**src/rtl/mem_port_arbiter_if.sv**
```systemverilog
// Bundle of requester and memory-port signals around mem_port_arbiter.
// master: the arbiter side. slave: the requesters plus the memory controller FIFOs.
interface mem_port_arbiter_if;
  logic        i_req;
  logic [29:0] i_addr;
  logic [5:0]  i_bl;
  logic        i_rd_valid;
  logic        i_done;
  logic        d_req;
  logic        d_we;
  logic [29:0] d_addr;
  logic [31:0] d_wdata;
  logic        d_rd_valid;
  logic        d_done;
  logic [31:0] rd_data;
  logic        mem_cmd_en;
  logic [2:0]  mem_cmd_instr;
  logic [5:0]  mem_cmd_bl;
  logic [29:0] mem_cmd_byte_addr;
  logic        mem_cmd_full;
  logic        mem_wr_en;
  logic [31:0] mem_wr_data;
  logic        mem_wr_full;
  logic        mem_rd_en;
  logic [31:0] mem_rd_data;
  logic        mem_rd_empty;

  modport master (
    input  i_req, i_addr, i_bl, d_req, d_we, d_addr, d_wdata,
           mem_cmd_full, mem_wr_full, mem_rd_data, mem_rd_empty,
    output i_rd_valid, i_done, d_rd_valid, d_done, rd_data,
           mem_cmd_en, mem_cmd_instr, mem_cmd_bl, mem_cmd_byte_addr,
           mem_wr_en, mem_wr_data, mem_rd_en
  );

  modport slave (
    output i_req, i_addr, i_bl, d_req, d_we, d_addr, d_wdata,
           mem_cmd_full, mem_wr_full, mem_rd_data, mem_rd_empty,
    input  i_rd_valid, i_done, d_rd_valid, d_done, rd_data,
           mem_cmd_en, mem_cmd_instr, mem_cmd_bl, mem_cmd_byte_addr,
           mem_wr_en, mem_wr_data, mem_rd_en
  );
endinterface

```
**src/rtl/mem_port_arbiter.sv**
```systemverilog
// Shares one memory port between an instruction burst reader and a single-word data port.
// Define MEM_ARB_ROUND_ROBIN_EN for round-robin arbitration; default is fixed data-first priority.
module mem_port_arbiter (
  input  logic               clk,
  input  logic               rst_n,
  mem_port_arbiter_if.master bus
);

  typedef enum logic [2:0] {IDLE, WR, CMD, RD, DONE} state_e;

  state_e      state_q, state_d;
  logic        gnt_d_q, gnt_d_d;   // 1: data requester owns the transaction
  logic        we_q, we_d;
  logic [29:0] addr_q, addr_d;
  logic [5:0]  bl_q, bl_d;
  logic [5:0]  cnt_q, cnt_d;
  logic [31:0] wdata_q, wdata_d;
  logic [31:0] rd_data_q, rd_data_d;
  logic        i_vld_q, i_vld_d;
  logic        d_vld_q, d_vld_d;
  logic        pick_d;

  logic        cmd_en, wr_en, rd_en, i_done, d_done;

`ifdef MEM_ARB_ROUND_ROBIN_EN
  // rr_q=0 favours the instruction side; flips to the loser after every grant
  logic        rr_q, rr_d;
  assign pick_d = bus.d_req && (!bus.i_req || rr_q);
`else
  assign pick_d = bus.d_req;
`endif

  always_comb begin
    state_d   = state_q;
    gnt_d_d   = gnt_d_q;
    we_d      = we_q;
    addr_d    = addr_q;
    bl_d      = bl_q;
    cnt_d     = cnt_q;
    wdata_d   = wdata_q;
    rd_data_d = rd_data_q;
    i_vld_d   = 1'b0;
    d_vld_d   = 1'b0;
    cmd_en    = 1'b0;
    wr_en     = 1'b0;
    rd_en     = 1'b0;
    i_done    = 1'b0;
    d_done    = 1'b0;
`ifdef MEM_ARB_ROUND_ROBIN_EN
    rr_d      = rr_q;
`endif
    case (state_q)
      IDLE: begin
        if (bus.i_req || bus.d_req) begin
          gnt_d_d = pick_d;
          we_d    = pick_d && bus.d_we;
          addr_d  = (pick_d ? bus.d_addr : bus.i_addr) & ~30'h3;
          bl_d    = pick_d ? 6'd0 : bus.i_bl;
          wdata_d = bus.d_wdata;
`ifdef MEM_ARB_ROUND_ROBIN_EN
          rr_d    = !pick_d;
`endif
          state_d = (pick_d && bus.d_we) ? WR : CMD;
        end
      end
      WR: begin
        wr_en = !bus.mem_wr_full;
        if (!bus.mem_wr_full) state_d = CMD;
      end
      CMD: begin
        cmd_en = !bus.mem_cmd_full;
        if (!bus.mem_cmd_full) begin
          cnt_d   = bl_q;
          state_d = we_q ? DONE : RD;
        end
      end
      RD: begin
        rd_en = !bus.mem_rd_empty;
        if (!bus.mem_rd_empty) begin
          rd_data_d = bus.mem_rd_data;
          i_vld_d   = !gnt_d_q;
          d_vld_d   = gnt_d_q;
          if (cnt_q == 6'd0) state_d = DONE;
          else               cnt_d   = cnt_q - 6'd1;
        end
      end
      DONE: begin
        i_done  = !gnt_d_q;
        d_done  = gnt_d_q;
        state_d = IDLE;
      end
      default: state_d = IDLE;
    endcase
  end

  always_ff @(posedge clk) begin
    if (!rst_n) begin
      state_q   <= IDLE;
      gnt_d_q   <= 1'b0;
      we_q      <= 1'b0;
      addr_q    <= '0;
      bl_q      <= '0;
      cnt_q     <= '0;
      wdata_q   <= '0;
      rd_data_q <= '0;
      i_vld_q   <= 1'b0;
      d_vld_q   <= 1'b0;
`ifdef MEM_ARB_ROUND_ROBIN_EN
      rr_q      <= 1'b0;
`endif
    end else begin
      state_q   <= state_d;
      gnt_d_q   <= gnt_d_d;
      we_q      <= we_d;
      addr_q    <= addr_d;
      bl_q      <= bl_d;
      cnt_q     <= cnt_d;
      wdata_q   <= wdata_d;
      rd_data_q <= rd_data_d;
      i_vld_q   <= i_vld_d;
      d_vld_q   <= d_vld_d;
`ifdef MEM_ARB_ROUND_ROBIN_EN
      rr_q      <= rr_d;
`endif
    end
  end

  assign bus.i_rd_valid        = i_vld_q;
  assign bus.d_rd_valid        = d_vld_q;
  assign bus.i_done            = i_done;
  assign bus.d_done            = d_done;
  assign bus.rd_data           = rd_data_q;
  assign bus.mem_cmd_en        = cmd_en;
  assign bus.mem_cmd_instr     = we_q ? 3'b000 : 3'b001;
  assign bus.mem_cmd_bl        = bl_q;
  assign bus.mem_cmd_byte_addr = addr_q;
  assign bus.mem_wr_en         = wr_en;
  assign bus.mem_wr_data       = wdata_q;
  assign bus.mem_rd_en         = rd_en;

endmodule

```
**src/flat_wrapper.sv**
```systemverilog
// flat-port wrapper written by rule: the top's interface ports become plain ports
module mem_port_arbiter_flat 
  (clk, rst_n, bus_i_req, bus_i_addr, bus_i_bl, bus_d_req, bus_d_we, bus_d_addr, bus_d_wdata, bus_mem_cmd_full, bus_mem_wr_full, bus_mem_rd_data, bus_mem_rd_empty, bus_i_rd_valid, bus_i_done, bus_d_rd_valid, bus_d_done, bus_rd_data, bus_mem_cmd_en, bus_mem_cmd_instr, bus_mem_cmd_bl, bus_mem_cmd_byte_addr, bus_mem_wr_en, bus_mem_wr_data, bus_mem_rd_en);
  mem_port_arbiter_if bus_i ();
  input  logic clk;
  input  logic rst_n;
  input wire logic [$bits(bus_i.i_req)-1:0] bus_i_req;
  input wire logic [$bits(bus_i.i_addr)-1:0] bus_i_addr;
  input wire logic [$bits(bus_i.i_bl)-1:0] bus_i_bl;
  input wire logic [$bits(bus_i.d_req)-1:0] bus_d_req;
  input wire logic [$bits(bus_i.d_we)-1:0] bus_d_we;
  input wire logic [$bits(bus_i.d_addr)-1:0] bus_d_addr;
  input wire logic [$bits(bus_i.d_wdata)-1:0] bus_d_wdata;
  input wire logic [$bits(bus_i.mem_cmd_full)-1:0] bus_mem_cmd_full;
  input wire logic [$bits(bus_i.mem_wr_full)-1:0] bus_mem_wr_full;
  input wire logic [$bits(bus_i.mem_rd_data)-1:0] bus_mem_rd_data;
  input wire logic [$bits(bus_i.mem_rd_empty)-1:0] bus_mem_rd_empty;
  output wire logic [$bits(bus_i.i_rd_valid)-1:0] bus_i_rd_valid;
  output wire logic [$bits(bus_i.i_done)-1:0] bus_i_done;
  output wire logic [$bits(bus_i.d_rd_valid)-1:0] bus_d_rd_valid;
  output wire logic [$bits(bus_i.d_done)-1:0] bus_d_done;
  output wire logic [$bits(bus_i.rd_data)-1:0] bus_rd_data;
  output wire logic [$bits(bus_i.mem_cmd_en)-1:0] bus_mem_cmd_en;
  output wire logic [$bits(bus_i.mem_cmd_instr)-1:0] bus_mem_cmd_instr;
  output wire logic [$bits(bus_i.mem_cmd_bl)-1:0] bus_mem_cmd_bl;
  output wire logic [$bits(bus_i.mem_cmd_byte_addr)-1:0] bus_mem_cmd_byte_addr;
  output wire logic [$bits(bus_i.mem_wr_en)-1:0] bus_mem_wr_en;
  output wire logic [$bits(bus_i.mem_wr_data)-1:0] bus_mem_wr_data;
  output wire logic [$bits(bus_i.mem_rd_en)-1:0] bus_mem_rd_en;
  assign bus_i.i_req = bus_i_req;
  assign bus_i.i_addr = bus_i_addr;
  assign bus_i.i_bl = bus_i_bl;
  assign bus_i.d_req = bus_d_req;
  assign bus_i.d_we = bus_d_we;
  assign bus_i.d_addr = bus_d_addr;
  assign bus_i.d_wdata = bus_d_wdata;
  assign bus_i.mem_cmd_full = bus_mem_cmd_full;
  assign bus_i.mem_wr_full = bus_mem_wr_full;
  assign bus_i.mem_rd_data = bus_mem_rd_data;
  assign bus_i.mem_rd_empty = bus_mem_rd_empty;
  assign bus_i_rd_valid = bus_i.i_rd_valid;
  assign bus_i_done = bus_i.i_done;
  assign bus_d_rd_valid = bus_i.d_rd_valid;
  assign bus_d_done = bus_i.d_done;
  assign bus_rd_data = bus_i.rd_data;
  assign bus_mem_cmd_en = bus_i.mem_cmd_en;
  assign bus_mem_cmd_instr = bus_i.mem_cmd_instr;
  assign bus_mem_cmd_bl = bus_i.mem_cmd_bl;
  assign bus_mem_cmd_byte_addr = bus_i.mem_cmd_byte_addr;
  assign bus_mem_wr_en = bus_i.mem_wr_en;
  assign bus_mem_wr_data = bus_i.mem_wr_data;
  assign bus_mem_rd_en = bus_i.mem_rd_en;
  mem_port_arbiter u_core (.clk(clk), .rst_n(rst_n), .bus(bus_i));
endmodule
```
**config.mk**
```make
export PLATFORM = sky130hd
export DESIGN_NAME = mem_port_arbiter_flat
export DESIGN_NICKNAME = d
export VERILOG_FILES = /design/src/rtl/mem_port_arbiter_if.sv /design/src/rtl/mem_port_arbiter.sv /design/src/flat_wrapper.sv
export SDC_FILE = /design/constraint.sdc
export NUM_CORES = 1
export LEC_CHECK = 0
export CORE_UTILIZATION = 39
export CTS_CLUSTER_DIAMETER = 60
export CTS_CLUSTER_SIZE = 28
export DETAILED_ROUTE_END_ITERATION = 8
export HOLD_SLACK_MARGIN = 0.06
export PLACE_DENSITY_LB_ADDON = 0.08
export SLEW_MARGIN = 20
export SYNTH_ARGS = -nofsm -noshare
export SYNTH_HDL_FRONTEND = slang
export SYNTH_SLANG_ARGS = --single-unit
```
**constraint.sdc**
```tcl
create_clock -name clk -period 2.4 [get_ports clk]
set_clock_uncertainty 0.1 [all_clocks]
set_input_delay 0.48 -clock clk [delete_from_list [all_inputs] [get_ports clk]]
set_output_delay 0.48 -clock clk [all_outputs]
set_load 0.05 [all_outputs]
```
**Signal wires on met1**

Supply wires on this layer in gray.
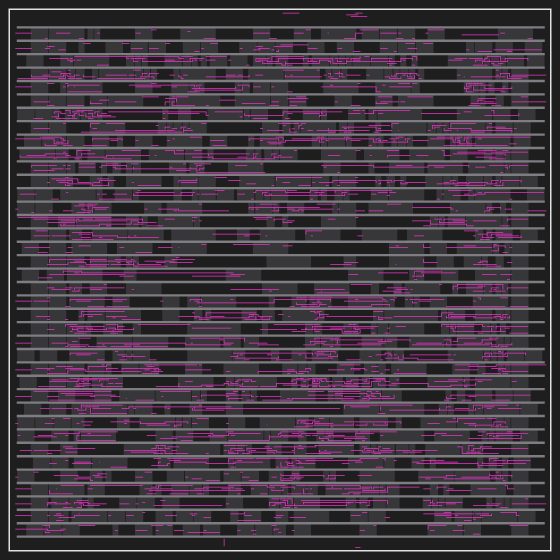
longest straight run	30.8 µm
main direction	horizontal
wire length on this layer	4890 µm
wire length reported by the detailed router: 12800 µm
met1 usage in global routing: 22.8%
DR vias: 4431

**The metal 2 layer**

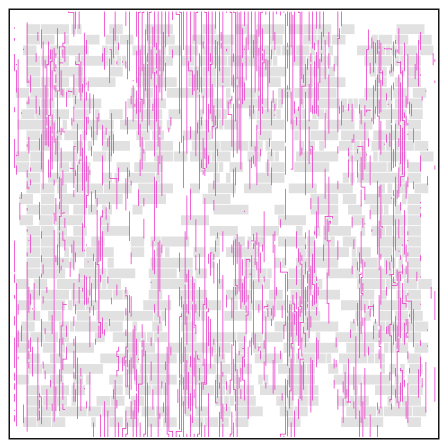
nets with wire on the layer	734
wire length on this layer	6380 µm
longest straight run	49.8 µm
main direction	vertical

**Routing congestion map**

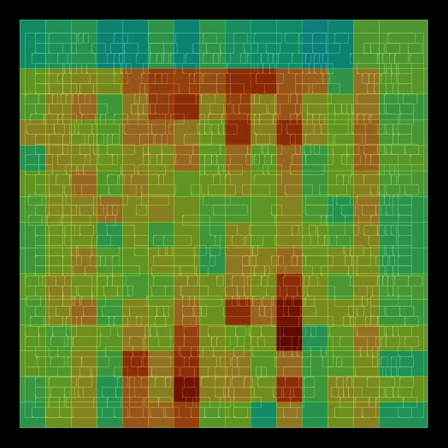
routed wirelength normalized by instance count: 14.2 µm
highest-utilization routing layer at the global route stage: met2

**Port wiring**

Scale bar: 20 µm.
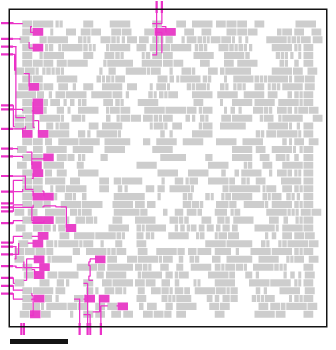
port	color	bits	direction	end cells	buffers	wire
`bus_i_addr`	magenta	30	input	28	28	363 µm
I/O Buffers: 239
num ports: 248

**Where the registers sit**

Other sequential cells in the stronger gray, the rest of the logic in the fainter gray.
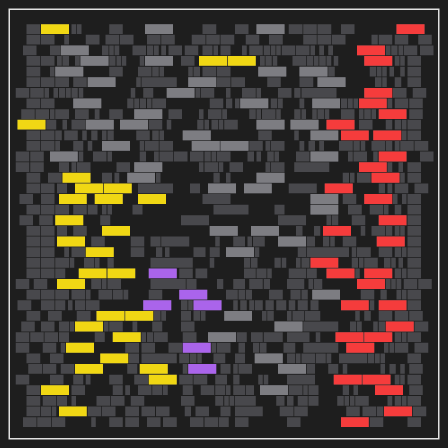
signal	color	sequential cells
`u_core.bus.mem_cmd_bl`	purple	6
`u_core.bus.rd_data`	red	32
`u_core.bus.mem_cmd_byte_addr`	yellow	28

==> results_slide.txt <==
Flow Results at a Glance

Final layout
  – Multi-input gate share of total cell area: 27.8%
  – Non-clock buffer count in the final layout: 252
  – Clock buffer count: 10
  – Non-clock buffers, area share: 35.0%
  – Cell group occupying the most layout area: non-clock buffers
  – Num sequential: 111
  – Antenna Diode Count: 0
  – Net count reported at finish: 897
  – Footprint of the multi-input gates: 2040 µm²

Routing
  – DR WL met2: 6380 µm
  – First-pass iteration count of the detailed router: 4

Critical path
  – Critical path fanouts, max: 3
  – Required time at the worst-slack endpoint: 1.82 ns
  – Category of the worst setup path capture point: output pin
  – Worst setup path end: bus_mem_cmd_bl[2]
  – Worst reg-to-reg setup slack: 0.51 ns
  – Cells on worst reg2reg path: 7
  – Buf+Inv Stages, Crit Path: 1
  – Origin of the critical flop-to-flop path: u_core.cnt_q[0]$_SDFFE_PN0P_
  – Critical Setup Path Class: flop to output pin

Synth
  – Synth Flop Type: dfxtp_1
  – Simple-Gate Area Share: 20.1%
  – Post-Synth Adder-Cell Area: 0.554%
  – Synth top area share: 49.2%
  – Largest family of logic cells by area: simple AND/OR/NAND/NOR gates
  – Leading post-synthesis cells by instance count: nand2_1, dfxtp_1, a21oi_1
  – Post-synthesis instance total: 537
  – Mux contribution to synthesized area: 6.65%
  – Flip-flop and latch count after synthesis: 111
  – Post-synth top area cell: dfxtp_1
  – Post-synth ARST share: 0%
  – Main area contributors: dfxtp_1, nand2_1, a21oi_1
  – Sequential-to-total area share from yosys stat: 49.2%

Floorplan
  – Total Die Area: 12000 µm²
  – Floorplan core density: 40.8%
  – Tap cells: 140

Global routing
  – Total routing resource utilization after global routing: 21.3%
  – Grt total ovfl: 0
  – Global-route met3 utilization: 7.11%

Power
  – Combinational cell fraction of total power: 43.2%
  – Static Leak: 2.73 nW

Clocking
  – Clock-pin slew of the registers on the worst-case setup and hold paths: 0.07 ns
  – Clock sink total: 111
  – Longest Clk Path Bufs: 2
  – Post-cts hold-fix buffer tally: 0

Timing
  – Tcrit/Tclk final: 89.4%
  – Count of final max-slew check failures: 0
  – Transition time at the pin with the least slew margin: 0.572 ns
  – Crit path setup slack, layout: 0.255 ns

Run status
  – Run status: finished, final reports clean

Place
  – Number of placed instances with taps included: 886

Worst hold path
  – Worst Hold End: u_core.bus.mem_wr_data[7]$_SDFFE_PN0P_
  – Cell depth of the worst hold path: 2
Power and IR drop assume default switching activity.
